<file path="src/rtl/uart_command_decoder.sv">
// Two-byte UART command decoder: command + address frame, one sensor access,
// then a two-byte reply (code, data) pushed to the transmitter.
module uart_command_decoder #(
  parameter int BYTE_TIMEOUT   = 1000000,
  parameter int SENSOR_TIMEOUT = 2000000
) (
  input  logic       clock,
  input  logic       reset,
  input  logic       rx_has_data,
  input  logic [7:0] rx_data,
  input  logic       sensor_valid,
  input  logic       sensor_error,
  input  logic [7:0] sensor_data,
  input  logic       tx_busy,
  input  logic       tx_done,
  output logic       sensor_request,
  output logic [7:0] request_command,
  output logic [4:0] request_address,
  output logic       tx_has_data,
  output logic [7:0] tx_data,
  output logic       frame_error,
  output logic       busy
);

  localparam int BW = $clog2(BYTE_TIMEOUT + 1);
  localparam int SW = $clog2(SENSOR_TIMEOUT + 1);
  localparam logic [BW-1:0] BYTE_MAX    = BW'(BYTE_TIMEOUT);
  localparam logic [BW-1:0] BYTE_LAST   = BW'(BYTE_TIMEOUT - 1);
  localparam logic [SW-1:0] SENSOR_MAX  = SW'(SENSOR_TIMEOUT);
  localparam logic [SW-1:0] SENSOR_LAST = SW'(SENSOR_TIMEOUT - 1);

  typedef enum logic [3:0] {
    IDLE, WAIT_ADDR, CHECK, REQUEST, WAIT_SENSOR,
    SEND_CODE, WAIT_CODE, SEND_DATA, WAIT_DATA
  } state_t;

  state_t        state_q, state_d;
  logic [BW-1:0] byte_cnt_q, byte_cnt_d;
  logic [SW-1:0] sensor_cnt_q, sensor_cnt_d;
  logic [7:0]    cmd_q, cmd_d;
  logic [4:0]    addr_q, addr_d;
  logic          addr_hi_q, addr_hi_d;
  logic [7:0]    code_q, code_d;
  logic [7:0]    data_q, data_d;
  logic [7:0]    tx_data_q, tx_data_d;
  logic          tx_has_data_q, tx_has_data_d;
  logic          sensor_request_q, sensor_request_d;
  logic          frame_error_q, frame_error_d;
  logic          byte_timeout, sensor_timeout;

  assign byte_timeout   = (byte_cnt_q >= BYTE_LAST);
  assign sensor_timeout = (sensor_cnt_q >= SENSOR_LAST);

  always_comb begin
    state_d          = state_q;
    cmd_d            = cmd_q;
    addr_d           = addr_q;
    addr_hi_d        = addr_hi_q;
    code_d           = code_q;
    data_d           = data_q;
    tx_data_d        = tx_data_q;
    tx_has_data_d    = 1'b0;
    sensor_request_d = 1'b0;
    frame_error_d    = 1'b0;

    unique case (state_q)
      IDLE: begin
        if (rx_has_data) begin
          cmd_d   = rx_data;
          state_d = WAIT_ADDR;
        end
      end
      WAIT_ADDR: begin
        // A byte arriving on the timeout cycle still completes the frame.
        if (rx_has_data) begin
          addr_d    = rx_data[4:0];
          addr_hi_d = |rx_data[7:5];
          state_d   = CHECK;
        end else if (byte_timeout) begin
          frame_error_d = 1'b1;
          state_d       = IDLE;
        end
      end
      CHECK: begin
        if (cmd_q <= 8'h06 && !addr_hi_q) begin
          sensor_request_d = 1'b1;
          state_d          = REQUEST;
        end else begin
          code_d  = 8'h1F;
          data_d  = 8'h00;
          state_d = SEND_CODE;
        end
      end
      REQUEST: state_d = WAIT_SENSOR;
      WAIT_SENSOR: begin
        if (sensor_valid) begin
          code_d  = sensor_error ? 8'h2F : cmd_q;
          data_d  = sensor_error ? 8'h00 : sensor_data;
          state_d = SEND_CODE;
        end else if (sensor_timeout) begin
          code_d  = 8'h3F;
          data_d  = 8'h00;
          state_d = SEND_CODE;
        end
      end
      SEND_CODE: begin
        if (!tx_busy) begin
          tx_data_d     = code_q;
          tx_has_data_d = 1'b1;
          state_d       = WAIT_CODE;
        end
      end
      WAIT_CODE: if (tx_done) state_d = SEND_DATA;
      SEND_DATA: begin
        if (!tx_busy) begin
          tx_data_d     = data_q;
          tx_has_data_d = 1'b1;
          state_d       = WAIT_DATA;
        end
      end
      WAIT_DATA: if (tx_done) state_d = IDLE;
      default:   state_d = IDLE;
    endcase

    if (rx_has_data && state_q != IDLE && state_q != WAIT_ADDR) begin
      frame_error_d = 1'b1;
    end

    // Counters run only while staying in their state, so any entry restarts them at zero.
    byte_cnt_d = '0;
    if (state_q == WAIT_ADDR && state_d == WAIT_ADDR) begin
      byte_cnt_d = (byte_cnt_q == BYTE_MAX) ? byte_cnt_q : byte_cnt_q + BW'(1);
    end
    sensor_cnt_d = '0;
    if (state_q == WAIT_SENSOR && state_d == WAIT_SENSOR) begin
      sensor_cnt_d = (sensor_cnt_q == SENSOR_MAX) ? sensor_cnt_q : sensor_cnt_q + SW'(1);
    end
  end

  always_ff @(posedge clock) begin
    if (!reset) begin
      state_q          <= IDLE;
      byte_cnt_q       <= '0;
      sensor_cnt_q     <= '0;
      cmd_q            <= '0;
      addr_q           <= '0;
      addr_hi_q        <= 1'b0;
      code_q           <= '0;
      data_q           <= '0;
      tx_data_q        <= '0;
      tx_has_data_q    <= 1'b0;
      sensor_request_q <= 1'b0;
      frame_error_q    <= 1'b0;
    end else begin
      state_q          <= state_d;
      byte_cnt_q       <= byte_cnt_d;
      sensor_cnt_q     <= sensor_cnt_d;
      cmd_q            <= cmd_d;
      addr_q           <= addr_d;
      addr_hi_q        <= addr_hi_d;
      code_q           <= code_d;
      data_q           <= data_d;
      tx_data_q        <= tx_data_d;
      tx_has_data_q    <= tx_has_data_d;
      sensor_request_q <= sensor_request_d;
      frame_error_q    <= frame_error_d;
    end
  end

  assign sensor_request  = sensor_request_q;
  assign request_command = cmd_q;
  assign request_address = addr_q;
  assign tx_has_data     = tx_has_data_q;
  assign tx_data         = tx_data_q;
  assign frame_error     = frame_error_q;
  assign busy            = (state_q != IDLE);

endmodule

</file>
<file path="config.mk">
export PLATFORM = sky130hd
export DESIGN_NAME = uart_command_decoder
export DESIGN_NICKNAME = d
export VERILOG_FILES = /design/src/rtl/uart_command_decoder.sv
export SDC_FILE = /design/constraint.sdc
export NUM_CORES = 1
export LEC_CHECK = 0
export CAP_MARGIN = 20
export CELL_PAD_IN_SITES_DETAIL_PLACEMENT = 0
export CELL_PAD_IN_SITES_GLOBAL_PLACEMENT = 1
export CORE_ASPECT_RATIO = 0.5
export CORE_MARGIN = 8
export CORE_UTILIZATION = 48
export CTS_BUF_LIST = sky130_fd_sc_hd__clkbuf_8
export DETAILED_ROUTE_END_ITERATION = 16
export PLACE_DENSITY_LB_ADDON = 0.1
export SLEW_MARGIN = 20
export SYNTH_ARGS = -nofsm -noshare
export SYNTH_HDL_FRONTEND = slang
export SYNTH_SLANG_ARGS = --single-unit
</file>
<file path="constraint.sdc">
create_clock -name clock -period 3.52 [get_ports clock]
set_clock_uncertainty 0.2 [all_clocks]
set_input_delay 1.056 -clock clock [delete_from_list [all_inputs] [get_ports clock]]
set_output_delay 1.056 -clock clock [all_outputs]
set_load 0.01 [all_outputs]
</file>
### Met1 routing, run 1

The bar under the picture is 50 um long. Supply wires on this layer in grey.
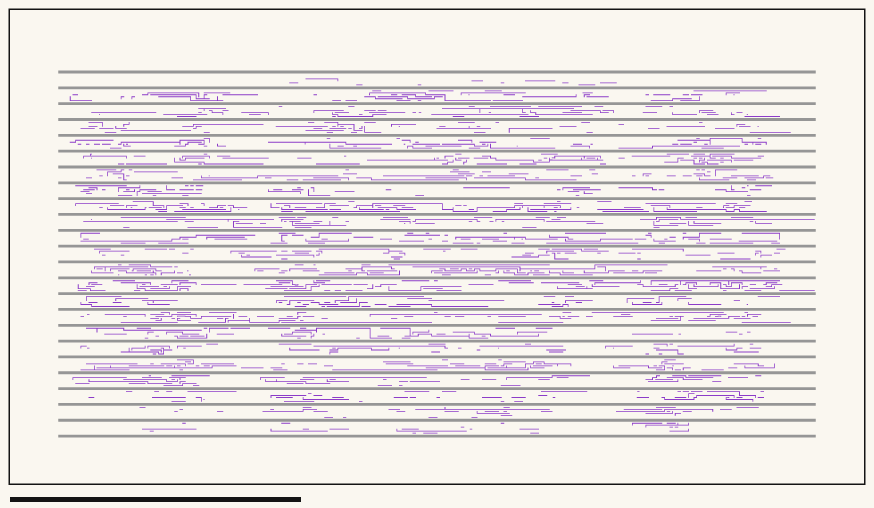
481 nets have wire on it. The longest straight run is 29.4 um. The layer holds 44% of the routed length. The wires run mostly horizontal. The layer carries 3,980 um of wire.

### The metal 2 layer, run 1

Cells faint in the background.
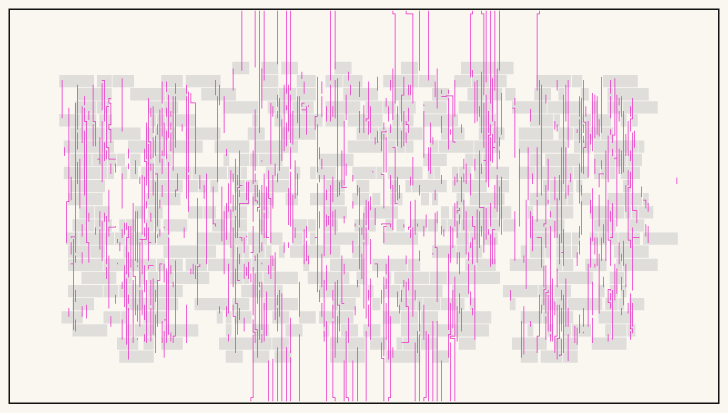
The layer holds 51% of the routed length. The longest straight run is 30.9 um. The layer carries 4,570 um of wire. 438 nets have wire on it.

==> flow_summary.rst, run 1 <==
Synthesis and place-and-route
=============================

.. list-table::
   :header-rows: 1

   * - Metric
     - Value
   * - Outcome
     - finished clean
   * - Fraction of registers with async set or reset after synthesis
     - 0%
   * - Number of enable flip-flop cells
     - 0
   * - Yosys warnings
     - 0
   * - Core footprint
     - 8144 um2
   * - Worst setup path end
     - busy
   * - Synth-to-layout area growth
     - 18.85%
   * - Leak Pwr
     - 1.627 nW
   * - Via count of the first global-routing pass
     - roughly 3,200
   * - Num CTS Buffers
     - 9
   * - RePlAce Congestion
     - 0.8453
   * - DRT Pass-1 Iters
     - 4
   * - Top cell family by delay on the critical path
     - flip-flops
   * - First-pass GRT wire length
     - 15.31 mm
   * - Distinct cell type count of the synthesized netlist
     - 61
   * - Ant diodes
     - 0
   * - Vertical die size
     - 81.38 um
   * - Synthesized instance count
     - 438
   * - Reg2reg start
     - request_command[3]$_SDFFE_PN0P_
   * - Number of buffers added on ports
     - about 47
   * - Die X
     - around 150 um
   * - Via-to-Cell Ratio
     - 5.471
   * - Launch point of the worst hold path
     - code_q[2]$_SDFFE_PN0P_
   * - Main synth FF type
     - sky130_fd_sc_hd__dfxtp_1
   * - Largest cells by area after synthesis
     - sky130_fd_sc_hd__dfxtp_1, sky130_fd_sc_hd__a211oi_2, sky130_fd_sc_hd__nor2_1
   * - Number of antenna violations at the first check in global routing
     - 0
   * - Most frequent cells after synthesis
     - sky130_fd_sc_hd__dfxtp_1, sky130_fd_sc_hd__nor2_1, sky130_fd_sc_hd__xnor2_1
   * - Capturing point of the worst reg2reg path
     - data_q[6]$_SDFFE_PN0P_
   * - Share of the clock period used by the worst path
     - 84.75%
   * - Count of H-tree levels built during CTS
     - 3
   * - Total count of max-transition violations in the final report
     - 0
   * - Layout filler cell count
     - 720
   * - Critical path class
     - flop to output port
   * - Yosys Instances
     - 438
   * - Cts repair resizes
     - 0
   * - Final antenna-violating net count
     - 0
   * - Area after detailed placement
     - 4652 um2
   * - Overall power
     - 2.122 mW
   * - Clock tree sinks
     - 86
   * - Maximum fanout encountered on the critical timing path
     - 11
   * - Initial standard-cell utilization of the core
     - approximately half
   * - RSZ-0062 raised after global routing
     - false
   * - Cells on worst reg2reg path
     - 5
   * - Site Rows
     - 23
   * - End point of the worst hold path
     - code_q[2]$_SDFFE_PN0P_
   * - Worst-case clock buffer depth
     - 2
   * - Peak VDD IR
     - 0.2309 mV
   * - Remaining Overflow, GRT
     - 0
   * - Number of violations reported at the end of detailed-routing iteration 0
     - approximately 170
   * - Worst Hold Depth
     - 2
   * - Most common library cell in the layout ignoring fill and taps
     - sky130_fd_sc_hd__dfxtp_1
   * - Minimum clock period after layout
     - 2983 ps
   * - Average routed wire per standard cell
     - 14.88 um
   * - Amount of wire on met3 after detailed routing
     - 316 um
   * - Source-to-sink clock delay at the later pin of the worst-skew pair
     - about 360 ps
   * - Number of flip-flops under the largest register name
     - 21
### Signal wires on met3, run 1

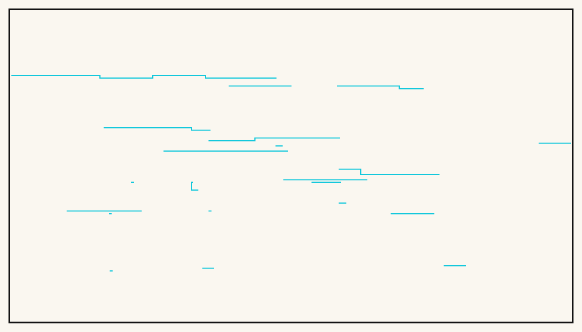
The wires run mostly horizontal. The layer holds 3.5% of the routed length. The longest straight run is 32.2 um.

## run 1: cells by family after synthesis
| kind of cell | after synthesis | synth area share, % |
|---|---|---|
| fa+ha+maj | 4 | 1.220 |
| mux | 15 | 3.660 |
| compound gates | 75 | 15.98 |
| simple gates | 183 | 24.22 |
| xor+xnor | 37 | 7.899 |
| flops | 86 | 41.96 |
| buf+inv | 38 | 5.063 |
## run 1: layout make-up
class,instances,share of cell area [%]
Inverter,18,1.386
Clock inverter,6,1.771
Multi-Input combinational cell,314,44.65
Sequential cell,86,35.31
Tap cell,112,2.874
Clock buffer,10,2.823
Timing Repair Buffer,57,11.19
## run 1: report_power, final
part	switching [mW]	internal, mW
registers	0.0329	1.01
logic	0.173	0.135
clock network	0.357	0.416
total	0.563	1.56
==> run 1 -> run 2 <==
Settings changed: CORE_UTILIZATION 48 to 40.
Clock period 3.52 ns to 2.6 ns, I/O delays scaled along.
### Met1 routing, run 2

The bar under the picture is 50 um long. Supply wires on this layer in grey.
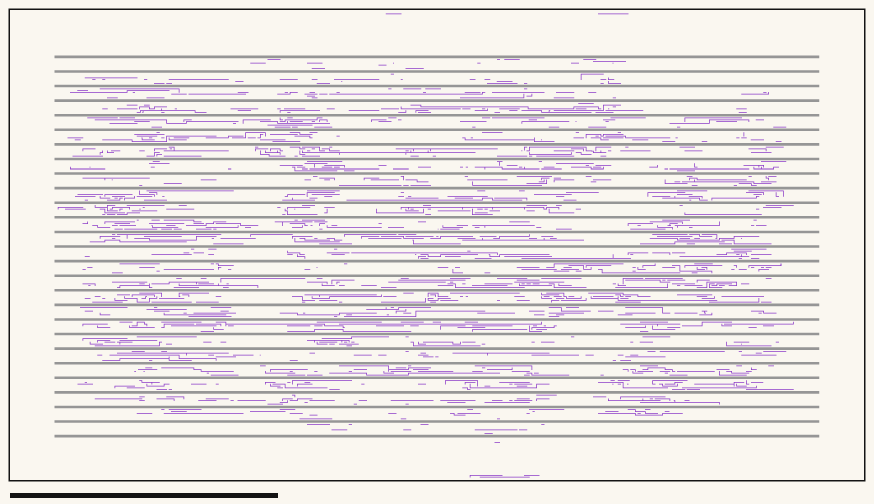
The longest straight run is 37.7 um. The layer carries 4,280 um of wire. The wires run mostly horizontal.

==> flow_summary.rst, run 2 <==
Synthesis and place-and-route
=============================

.. list-table::
   :header-rows: 1

   * - Metric
     - Value
   * - Outcome
     - finished clean
   * - Remaining Overflow, GRT
     - 0 (unchanged)
   * - Most frequent cells after synthesis
     - sky130_fd_sc_hd__dfxtp_1, sky130_fd_sc_hd__nor2_1, sky130_fd_sc_hd__xnor2_1
   * - RePlAce Congestion
     - 0.7855 (-7.1%)
   * - Site Rows
     - 26 (+13%)
   * - Ao+oa area frac
     - 15.98% (unchanged)
   * - Largest cells by area after synthesis
     - sky130_fd_sc_hd__dfxtp_1, sky130_fd_sc_hd__a211oi_2, sky130_fd_sc_hd__nor2_1
   * - Share of the clock period used by the worst path
     - 91.56%
   * - Number of flip-flops under the largest register name
     - 21 (unchanged)
   * - Power of the clock network
     - 0.900 mW (+16%)
   * - Worst Hold Depth
     - 2 (unchanged)
   * - Switching share of total power
     - 27.42% (+0.88 points)
   * - Core footprint
     - 10,080 um2 (+24%)
   * - Top logic cell family in the synthesized netlist
     - simple AND/OR/NAND/NOR gates
   * - Maximum fanout encountered on the critical timing path
     - 14 (+3)
   * - Share of cell area taken by muxes after synthesis
     - 3.660% (unchanged)
   * - Distinct cell type count of the synthesized netlist
     - 61 (unchanged)
   * - Vertical die size
     - 87.62 um (+7.7%)
   * - Xor-xnor portion of the synthesized cell area
     - 7.899% (unchanged)
   * - Sequential share of power
     - 50.3% (+1.3 points)
   * - Layout filler cell count
     - 1,003 (+39%)
   * - Peak VDD IR
     - 0.2493 mV (+8.0%)
   * - Number of enable flip-flop cells
     - 0 (unchanged)
   * - Top cell family by delay on the critical path
     - simple AND/OR/NAND/NOR gates
   * - Internal Dissipation
     - 2.016 mW (+29%)
   * - Total count of max-transition violations in the final report
     - 0 (unchanged)
   * - Worst-case clock buffer depth
     - 2 (unchanged)
   * - End point of the worst hold path
     - code_q[3]$_SDFFE_PN0P_
   * - Count of H-tree levels built during CTS
     - 3 (unchanged)
   * - Yosys Instances
     - 438 (unchanged)
   * - Source-to-sink clock delay at the later pin of the worst-skew pair
     - 360 ps (about the same)
   * - Main synth FF type
     - sky130_fd_sc_hd__dfxtp_1
   * - Via count of the first global-routing pass
     - 3,292 (+1.8%)
   * - Net Switching
     - 0.7619 mW (+35%)
   * - Initial standard-cell utilization of the core
     - 40.68% (-9.7 points)
   * - Amount of wire on met3 after detailed routing
     - 257 um (-19%)
   * - Final antenna-violating net count
     - 0 (unchanged)
   * - Part of the power in combinational logic
     - 17.3% (+2.8 points)
   * - Capturing point of the worst reg2reg path
     - code_q[6]$_SDFFE_PN0P_
   * - Area after detailed placement
     - 4807 um2 (+3.3%)
   * - Yosys warnings
     - 0 (unchanged)
   * - Via-to-Cell Ratio
     - 5.184 (-5.2%)
   * - Leak Pwr
     - 1.706 nW (+4.9%)
   * - Ant diodes
     - 0 (unchanged)
   * - Minimum clock period after layout
     - 2381 ps
   * - Top Consumer
     - registers
   * - Number of antenna violations at the first check in global routing
     - 0 (unchanged)
   * - Launch point of the worst hold path
     - code_q[3]$_SDFFE_PN0P_
   * - Comb. pwr
     - 0.481 mW (+56%)
### Placement by cell class, run 2

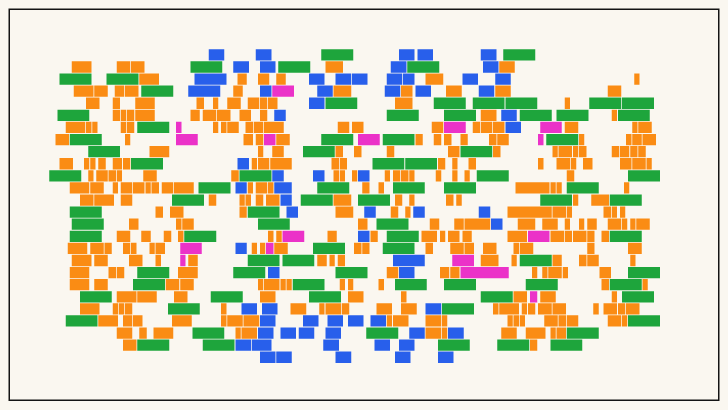
Blue stands for other buffers and delay cells, cells 68, share of their area 14%. Orange stands for all other logic, cells 332, share of their area 47%. Green stands for flip-flops, cells 86, share of their area 36%. Magenta stands for clock drivers and dummy loads, cells 16, share of their area 3.8%.

==> run 2: cell count changes in the layout (fill, tap and decap cells not counted), moves of 2 or more <==
cell	change
sky130_fd_sc_hd__buf_12	+3
sky130_fd_sc_hd__buf_4	+7
sky130_fd_sc_hd__clkinv_2	+2
sky130_fd_sc_hd__clkinvlp_4	-2
sky130_fd_sc_hd__inv_1	+2
==> run 2: layout make-up <==
| cell class | count | share of cell area, % |
|---|---|---|
| Sequential cell | 86 | 34.46 |
| Inverter | 18 | 1.352 |
| Tap cell | 140 | 3.506 |
| Timing Repair Buffer | 68 | 13.45 |
| Clock buffer | 9 | 2.479 |
| Multi-Input combinational cell | 314 | 43.58 |
| Clock inverter | 7 | 1.177 |
==> run 2: what timing repair did <==
action,CTS,global route
buffers inserted,0,0
resized,0,2
setup endpoints to repair,0,1
### Signal wires on met3, run 2

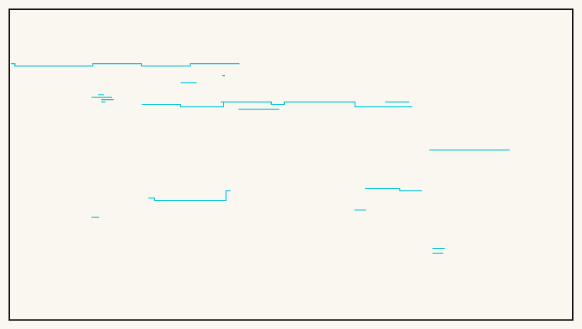

==> run 2 -> run 3 <==
Settings changed: MAX_ROUTING_LAYER from default to met4, SLEW_MARGIN 20 to 0.
### Signal wires on met3, run 3

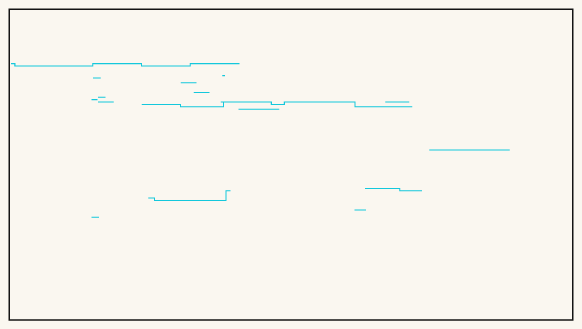
The layer holds 2.7% of the routed length. 11 nets have wire on it. The longest straight run is 22.5 um.

==> flow_summary.rst, run 3 <==
Synthesis and place-and-route
=============================

.. list-table::
   :header-rows: 1

   * - Metric
     - Value
   * - Layout filler cell count
     - 1,003 (unchanged)
   * - Seq area share
     - 34.46% (unchanged)
   * - Number of violations reported at the end of detailed-routing iteration 0
     - 118
   * - Areal power density over the cells
     - 556.4 nW/um2
   * - End point of the worst hold path
     - code_q[3]$_SDFFE_PN0P_
   * - Leak Pwr
     - 1.706 nW (unchanged)
   * - Remaining Overflow, GRT
     - 0 (unchanged)
   * - Met1 track demand over resource in global routing
     - between 10% and 20%
   * - Source-to-sink clock delay at the later pin of the worst-skew pair
     - 360 ps (about the same)
   * - Count of H-tree levels built during CTS
     - 3 (unchanged)
   * - Capturing point of the worst reg2reg path
     - code_q[6]$_SDFFE_PN0P_
   * - Via count of the first global-routing pass
     - 3,295 (+0.091%)
   * - Ant diodes
     - 0 (unchanged)
   * - Number of enable flip-flop cells
     - 0 (unchanged)
   * - Clk tree area frac
     - 3.656% (unchanged)
   * - Yosys Instances
     - 438 (unchanged)
   * - Number of buffers other than clock buffers in the final layout
     - 68 (unchanged)
   * - Final antenna-violating net count
     - 0 (unchanged)
   * - Non-Clock Buffer Area Fraction
     - 13.45% (unchanged)
   * - Multi-input logic portion of the cell area
     - 43.58% (unchanged)
   * - Buffers inserted by post-CTS timing repair
     - 0 (unchanged)
   * - Global-route met2 utilization
     - 26.04%
   * - Peak VDD IR
     - 0.2495 mV (about the same)
   * - Maximum fanout encountered on the critical timing path
     - 14 (unchanged)
   * - Cells after DPL
     - 626
   * - Top logic cells by instance count in the layout
     - sky130_fd_sc_hd__dfxtp_1, sky130_fd_sc_hd__nor2_1, sky130_fd_sc_hd__clkdlybuf4s50_1
   * - Number of antenna violations at the first check in global routing
     - 0 (unchanged)
   * - Area after detailed placement
     - 4807 um2 (unchanged)
   * - Overall power
     - 2.780 mW
   * - Number of flip-flops under the largest register name
     - 21 (unchanged)
   * - Sequential share of power
     - 50.3% (about the same)
   * - Internal Dissipation
     - 2.016 mW (about the same)
   * - I/O Pins
     - 48
   * - Clock buf count
     - 9 (unchanged)
   * - Cts repair resizes
     - 0 (unchanged)
   * - Fraction of final layout cells with drive strength greater than 1
     - 15.74%
   * - Via-to-Cell Ratio
     - 5.176 (-0.15%)
   * - Cell group occupying the most layout area
     - logic gates
   * - Number of tapcells
     - 140 (unchanged)
   * - RePlAce Congestion
     - 0.7964 (+1.4%)
   * - CTS tree
     - built
   * - Inverters
     - 18 (unchanged)
   * - Switching share of total power
     - 27.46% (+0.042 points)
   * - Seq cells
     - 86 (unchanged)
   * - Yosys warnings
     - 0 (unchanged)
   * - Cells traversed along the worst timing path
     - or4_4 -> nor4_4 -> a32o_2 -> nor3_4 -> buf_4 -> a32o_2
   * - Main synth FF type
     - sky130_fd_sc_hd__dfxtp_1
   * - Total count of max-transition violations in the final report
     - 0 (unchanged)
   * - Number of logic gates
     - 314 (unchanged)
   * - Part of the power in combinational logic
     - 17.3% (about the same)
   * - Worst Hold Depth
     - 2 (unchanged)
   * - Distinct cell type count of the synthesized netlist
     - 61 (unchanged)
   * - Initial standard-cell utilization of the core
     - 40.68% (unchanged)
   * - Worst-case clock buffer depth
     - 2 (unchanged)
   * - Launch point of the worst hold path
     - code_q[3]$_SDFFE_PN0P_
   * - Largest cells by area after synthesis
     - sky130_fd_sc_hd__dfxtp_1, sky130_fd_sc_hd__a211oi_2, sky130_fd_sc_hd__nor2_1
   * - Amount of wire on met3 after detailed routing
     - 254 um (-1.2%)
   * - Most frequent cells after synthesis
     - sky130_fd_sc_hd__dfxtp_1, sky130_fd_sc_hd__nor2_1, sky130_fd_sc_hd__xnor2_1
   * - Net Switching
     - 0.7635 mW (+0.21%)
   * - Core footprint
     - 10,080 um2 (unchanged)
   * - Share of the clock period used by the worst path
     - 91.72% (+0.16 points)
   * - Buffer-and-inverter tally for the worst setup path
     - 1
   * - Post-detailed-routing wire length
     - 9.458 mm
   * - Site Rows
     - 26 (unchanged)
   * - Top cell family by delay on the critical path
     - simple AND/OR/NAND/NOR gates
   * - Minimum clock period after layout
     - 2385 ps (+4.066 ps)
   * - Number of OpenROAD warnings
     - 28
   * - Vertical die size
     - 87.62 um (unchanged)
   * - Combined area of the multi-input logic cells
     - 2177 um2
   * - Outcome
     - finished clean
### The metal 2 layer, run 3

Cells faint in the background.
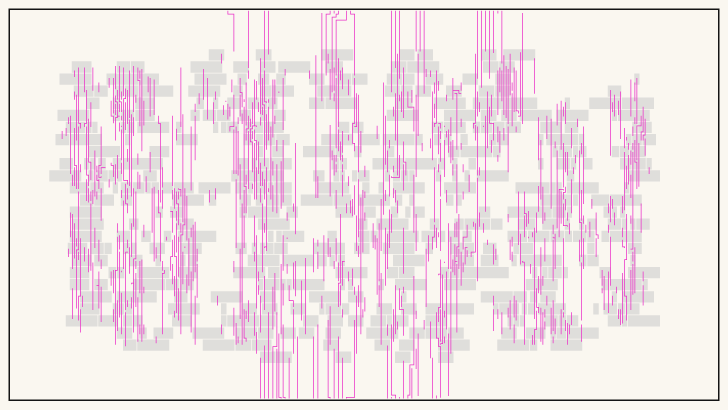
The wires run mostly vertical. The layer carries 4,870 um of wire.

==> run 3: cell counts in the layout (fill, tap and decap cells not counted) <==
Identical to the previous run, type by type.
==> run 3: kinds of logic (layout without fill, tap and decap cells) <==
logic type | count (synthesis) | in the layout | synth area share, %
buffers and inverters | 38 | 102 | 5.063
multiplexers | 15 | 15 | 3.660
AND/OR/NAND/NOR | 183 | 183 | 24.22
XOR/XNOR | 37 | 37 | 7.899
adder cells (fa/ha/maj) | 4 | 4 | 1.220
flip-flops | 86 | 86 | 41.96
AND-OR/OR-AND | 75 | 75 | 15.98
==> run 3: power by group through the flow <==
stage	logic [mW]	registers, mW	clock network [mW]
after CTS	0.486	1.40	0.931
final	0.481	1.40	0.901
after global routing	0.521	1.41	0.990
after global placement	0.476	1.43	0
after detailed placement	0.485	1.43	0
after floorplan	0.272	1.43	0
Power is estimated from default activity; no workload was simulated.
